===== config.mk =====
export PLATFORM = sky130hd
export DESIGN_NAME = present_dropper
export DESIGN_NICKNAME = d
export VERILOG_FILES = /design/src/rtl/present_pkg.sv /design/src/rtl/lfsr16.sv /design/src/rtl/present_dropper.sv
export SDC_FILE = /design/constraint.sdc
export NUM_CORES = 1
export LEC_CHECK = 0
export CAP_MARGIN = 20
export CORE_MARGIN = 5
export CORE_UTILIZATION = 55
export DETAILED_ROUTE_END_ITERATION = 10
export GPL_TIMING_DRIVEN = 0
export PLACE_DENSITY = 0.83
export SLEW_MARGIN = 15
export SYNTH_ARGS = -nofsm -noshare
export SYNTH_HDL_FRONTEND = slang
export SYNTH_SLANG_ARGS = --single-unit

===== constraint.sdc =====
create_clock -name clk -period 3.1 [get_ports clk]
set_clock_uncertainty 0.05 [all_clocks]
set_input_delay 0.62 -clock clk [delete_from_list [all_inputs] [get_ports clk]]
set_output_delay 0.62 -clock clk [all_outputs]
set_load 0.01 [all_outputs]

===== src/rtl/present_pkg.sv =====
// Shared present-drop types: present kinds, dropper states and the Galois
// LFSR step reused by every pseudo-random source in the game.
package present_pkg;

  typedef enum logic [1:0] {
    PRESENT_T0 = 2'd0,
    PRESENT_T1 = 2'd1,
    PRESENT_T2 = 2'd2,
    PRESENT_T3 = 2'd3
  } present_type_e;

  typedef enum logic [1:0] {
    DROP_IDLE     = 2'd0,
    DROP_ARMED    = 2'd1,
    DROP_COOLDOWN = 2'd2,
    DROP_ILLEGAL  = 2'd3
  } dropper_state_e;

  localparam logic [15:0] LFSR_MASK = 16'hB400;

  function automatic logic [15:0] lfsr_step(input logic [15:0] cur);
    logic [15:0] nxt;
    nxt = {1'b0, cur[15:1]};
    if (cur[0]) nxt = nxt ^ LFSR_MASK;
    return nxt;
  endfunction

  // A uniform nibble splits 8/4/2/2 into the four present kinds.
  function automatic present_type_e map_present_type(input logic [3:0] sel);
    present_type_e t;
    if (!sel[3])      t = PRESENT_T0;
    else if (!sel[2]) t = PRESENT_T1;
    else if (!sel[1]) t = PRESENT_T2;
    else              t = PRESENT_T3;
    return t;
  endfunction

endpackage


===== src/rtl/lfsr16.sv =====
// Free-running 16-bit Galois LFSR; an all-zero register reloads the seed so
// the generator can never lock up.
module lfsr16
  import present_pkg::*;
(
  input  logic        clk,
  input  logic        resetN,
  input  logic [15:0] seed,
  output logic [15:0] q
);

  logic [15:0] r_q;

  always_ff @(posedge clk or negedge resetN) begin
    if (!resetN) begin
      r_q <= seed;
    end else if (r_q == 16'h0000) begin
      r_q <= seed;
    end else begin
      r_q <= lfsr_step(r_q);
    end
  end

  assign q = r_q;

endmodule


===== src/rtl/present_dropper.sv =====
// Decides when a present falls and which kind it is, producing a registered
// single-cycle drop pulse for the presents slot controller.
module present_dropper
  import present_pkg::*;
#(
  parameter logic [15:0] LFSR_SEED    = 16'hACE1,
  parameter logic [7:0]  DROP_THRESH  = 8'd64,
  parameter logic [3:0]  PITY_POPS    = 4'd6,
  parameter logic [3:0]  COOLDOWN_SEC = 4'd3
) (
  input  logic       clk,
  input  logic       resetN,
  input  logic       ball_pop,
  input  logic       secClk,
  input  logic       presentsVisible,
  input  logic       force_drop,
  output logic       dropPresent,
  output logic [1:0] nxt_present,
  output logic [1:0] dropper_state
);

  logic [15:0]    w_lfsr;
  logic           w_lfsr_unused;
  dropper_state_e r_state, w_state_nxt;
  logic [3:0]     r_pity_cnt, w_pity_nxt;
  logic [3:0]     r_cool_cnt, w_cool_nxt;
  logic           r_drop, w_drop_nxt;
  present_type_e  r_type, w_type_nxt;
  logic           w_force_ok;
  logic           w_accept;
  logic           w_fire;
  logic           w_take;

  lfsr16 u_lfsr (
    .clk    (clk),
    .resetN (resetN),
    .seed   (LFSR_SEED),
    .q      (w_lfsr)
  );

  assign w_lfsr_unused = &{1'b0, w_lfsr[15:12]};

  // A force landing on the pulse cycle is swallowed so pulses never abut.
  assign w_force_ok = force_drop && !r_drop;
  assign w_accept   = ((r_state == DROP_ARMED) && (ball_pop || w_force_ok)) ||
                      ((r_state == DROP_COOLDOWN) && w_force_ok);
  assign w_fire     = w_force_ok || (w_lfsr[7:0] < DROP_THRESH) ||
                      (r_pity_cnt == PITY_POPS);
  assign w_take     = w_accept && w_fire;

  always_comb begin
    w_state_nxt = r_state;
    w_pity_nxt  = r_pity_cnt;
    w_cool_nxt  = r_cool_cnt;
    w_drop_nxt  = 1'b0;
    w_type_nxt  = r_type;

    if (!presentsVisible) begin
      w_state_nxt = DROP_IDLE;
      w_pity_nxt  = 4'd0;
      w_cool_nxt  = 4'd0;
    end else if (w_take) begin
      w_drop_nxt  = 1'b1;
      w_type_nxt  = map_present_type(w_lfsr[11:8]);
      w_pity_nxt  = 4'd0;
      w_cool_nxt  = COOLDOWN_SEC;
      w_state_nxt = DROP_COOLDOWN;
    end else begin
      case (r_state)
        DROP_IDLE: begin
          w_state_nxt = DROP_ARMED;
          w_pity_nxt  = 4'd0;
          w_cool_nxt  = 4'd0;
        end
        DROP_ARMED: begin
          if (ball_pop && (r_pity_cnt < PITY_POPS)) begin
            w_pity_nxt = r_pity_cnt + 4'd1;
          end
        end
        DROP_COOLDOWN: begin
          // A zero count means the cooldown is only the pulse cycle itself.
          if (r_cool_cnt == 4'd0) begin
            w_state_nxt = DROP_ARMED;
          end else if (secClk) begin
            w_cool_nxt = r_cool_cnt - 4'd1;
            if (r_cool_cnt == 4'd1) w_state_nxt = DROP_ARMED;
          end
        end
        default: begin
          w_state_nxt = DROP_IDLE;
          w_pity_nxt  = 4'd0;
          w_cool_nxt  = 4'd0;
        end
      endcase
    end
  end

  always_ff @(posedge clk or negedge resetN) begin
    if (!resetN) begin
      r_state    <= DROP_IDLE;
      r_pity_cnt <= 4'd0;
      r_cool_cnt <= 4'd0;
      r_drop     <= 1'b0;
      r_type     <= PRESENT_T0;
    end else begin
      r_state    <= w_state_nxt;
      r_pity_cnt <= w_pity_nxt;
      r_cool_cnt <= w_cool_nxt;
      r_drop     <= w_drop_nxt;
      r_type     <= w_type_nxt;
    end
  end

  assign dropPresent   = r_drop;
  assign nxt_present   = r_type;
  assign dropper_state = r_state;

endmodule


### PDN straps and rails

Scale bar: 20 um. Pins as bars on the die edge.
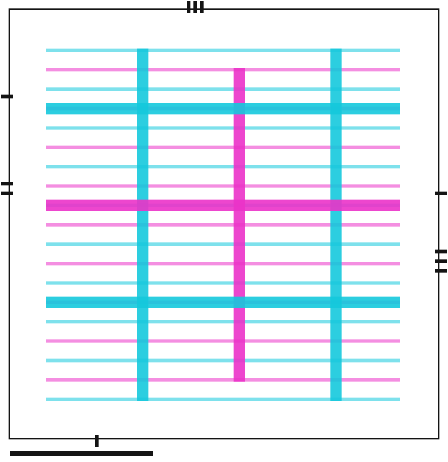
color	net
cyan	VSS
magenta	VDD
met5 straps	3
met1 rails	19
signal pins	11

### Cells colored by class

Scale bar: 20 um.
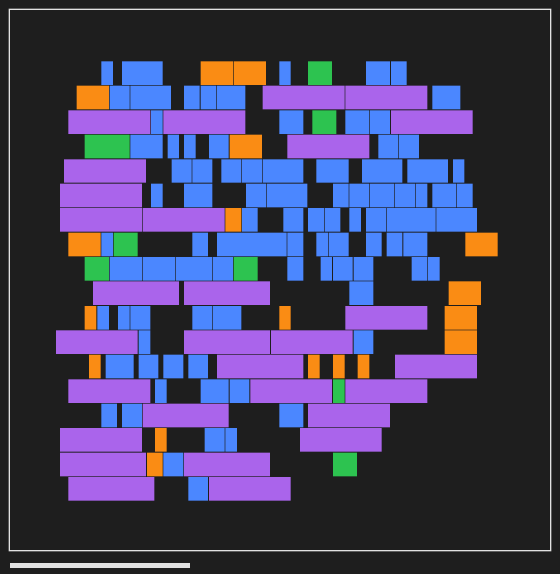
color	class	cells	share of their area
green	clock drivers and dummy loads	8	4.1%
orange	remaining buffers and delay cells	18	8.2%
purple	sequential cells	29	48%
blue	combinational and other logic	90	40%

### Clock wires, drivers and flops

Scale bar: 20 um.
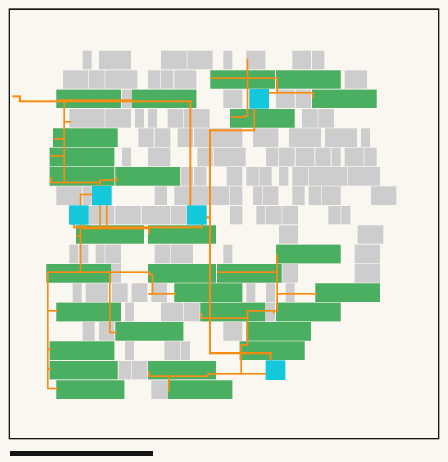
[cyan] clock drivers | count: 5
[orange] clock wires | length: 336 um
[green] flip-flops | count: 29
routed clock nets	6

==> Changelog: implementation <==
## Flow update

- Post-CTS Setup Repair Bufs: 0
- CP peak stage delay: 0.58 ns
- Post-Synthesis Cells: 127
- CP Buf/Inv Count: 1
- Combinational power share: 18.6%
- Vias in the first global route: 1078
- Fin area: 1574 um^2
- Worst path required time: 2.43 ns
- Switching Fraction: 28.91%
- Outcome: finished, final reports clean
- Pre-Place Util: 56.69%
- Final standard cell utilization of the core: 64.71%
- Area taken by flip-flops and latches: 735.7 um^2
- Root Buffer: clkbuf_4
- Flop share of the area: 46.74%
- Highest metal layer with signal wires: met4
- Grt met2 use: 29.01%
- Count leader, synth: dfrtp_1
- CP endpoint kind: primary output
- CTS Hold Buffers Added: 0
- Yosys Warn Count: 0
- Post-synthesis sequential element count: 29
- Final Critical Period: 2.053 ns
- Vias/cell: 5.749
- Kind of critical path: flip-flop to primary output
- Chip Area, Yosys: 1379 um^2
- Layout Nets: 155
- Sw Pwr: 0.0002383 W
- Port bufs: 10
- Post-CTS Resized: 0
- Max clock buf depth: 2
- 1st-iter DRT viols: 28
- CTS tree: built
- Critical path depth in cells: 1
- Mux share: 2.904%
- Simple-Gate Area Share: 18.60%
- Min-Delay Path Class: primary input to asynchronous set/reset pin
- Dpl hpwl: 2005 um
- Layout area overhead: 14.16%
- Via Count: 1006
- Gr usage total: 17.96%
- FF-to-FF setup slack: 1.21 ns
- Met1 Use GR: 22.33%
- Final hold slack: 0.2477 ns
- Final WS setup: 1.047 ns
- TritonRoute pass-1 iters: 4
- CLK BUF: 7
- Fraction of layout cells with a size suffix above 1: 15.17%
- Internal Pwr Total: 0.0005861 W
- Initial antenna violation count: 0
- DR WL met3: 140 um
- Critical Path, Cell by Cell: clkdlybuf4s50_1
- Max Freq: 487.2 MHz
- Total I/O pin count: 11
- CTS sink cnt: 29
- Timing endpoint of the critical path: dropper_state[0]
- Tap Cells: 30
- Crit path max-delay family: buffers and inverters
- Startpoint Class: flip-flop
- Leakage: 0.6598 nW
- Crit Path Max Fanout: 8
- CP max stage cell: clkdlybuf4s50_1
- First-pass GRT wire length: 4733 um
- Comb area share: 36.72%
- CORE AREA: 2432 um^2
- Flop pwr share: 52.5%
- Tool warnings: 29
- Seq. pwr: 0.000433 W
- Final setup fails: 0
- Largest net degree at the start of global routing: 30
- Logic family by area: simple AND/OR/NAND/NOR gates
- # fillers: 209
- NonClk Buf Share: 8.029%
- Distinct cells, synth: 38
- Relative slew slack: 58.93%
- Max VDD drop: 0.0004175 V
- AO/OA Area Share: 13.97%
- Grt ovf: 0
- Detail Route Antenna Nets: 0
- Clock Latency Late Sink: 0.32 ns
- Worst slack, placed: 0.7302 ns
- Die height: 60.07 um
- Mapped Area: 1379 um^2
- Critical Path AT: 1.38 ns
- Dominant Register Cell: dfrtp_1
- Ys cells: 127
- Die Wd: 60.07 um
- Power consumption: 0.0008244 W
- Grt met3 use: 5.184%
- Routability cong.: 0.7342
- Leading post-synthesis cells by cell area: dfrtp_1 38%, dfstp_2 15%, ha_1 4.5%
- Worst R2R Path Depth: 6
- R2R Path Start: r_cool_cnt[0]$_DFFE_PN0P_
- Crit path launch: dropper_state[0]$_DFFE_PN0P_
- Die area: 3608 um^2
- Std cell rows: 18
- Sum Neg Setup Slack: 0 ns
- Avg Inst Size Synth: 10.86 um^2
- Biggest Area Class: sequential cells
- Combinational power: 0.000154 W
- Final Non-Filler Cells: 175
- Clock network power: 0.000238 W
- Clock share of power: 28.9%
- Final Max Tran Viols: 0
- Antenna cells: 0
- Max Cap Viol: 0
- Final hold viol count: 0
- Fraction of registers with async set/reset: 100.0%
- Footprint of the multi-input gates: 578.1 um^2
- WL final: 2663 um
- Drt wl/cell: 15.22 um
- Inverters: 9
- RSZ-0062 raised after global routing: no
- Post-synth top area share: 38.11%
- Placed cell area: 1511 um^2
- Slew @ Worst Pin: 0.6161 ns
- Buffers, non-clock: 18
- H-tree levels: 2
- DRC violations left: 0
- Post-synth EDFFs: 0
- FF-to-FF End: r_cool_cnt[0]$_DFFE_PN0P_
- XORs/XNORs by Area: 1.906%
- Synth top cells by count: 21 x dfrtp_1, 9 x inv_1, 9 x nand2b_1
- Cts bufs inserted: 5
- Clock network share of area: 3.975%
- Met2 wire length: 1309 um
[cells in the final DEF (no fill, tap or decap), types with 2 or more instances in the layout]
cell type	n
and2_1	2
a31oi_1	6
ha_1	5
clkdlybuf4s50_1	9
clkbuf_1	8
buf_2	2
nor3_1	2
nand3_1	7
nand2_1	6
dfrtp_1	21
inv_1	9
nand2b_1	9
nor2b_1	3
clkbuf_4	5
nor4_1	5
o21a_1	2
dfstp_2	8
a21o_1	2
nor2_1	3
mux2i_1	4
a21oi_1	3
xnor2_1	2
o21ai_0	3
[registers in the layout, indices dropped and copies added, names as in the netlist]
name / flops
dropPresent: 1
dropper_state: 2
u_lfsr.q: 16
r_pity_cnt: 4
r_cool_cnt: 4
nxt_present: 2
Power is estimated from default activity; no workload was simulated.
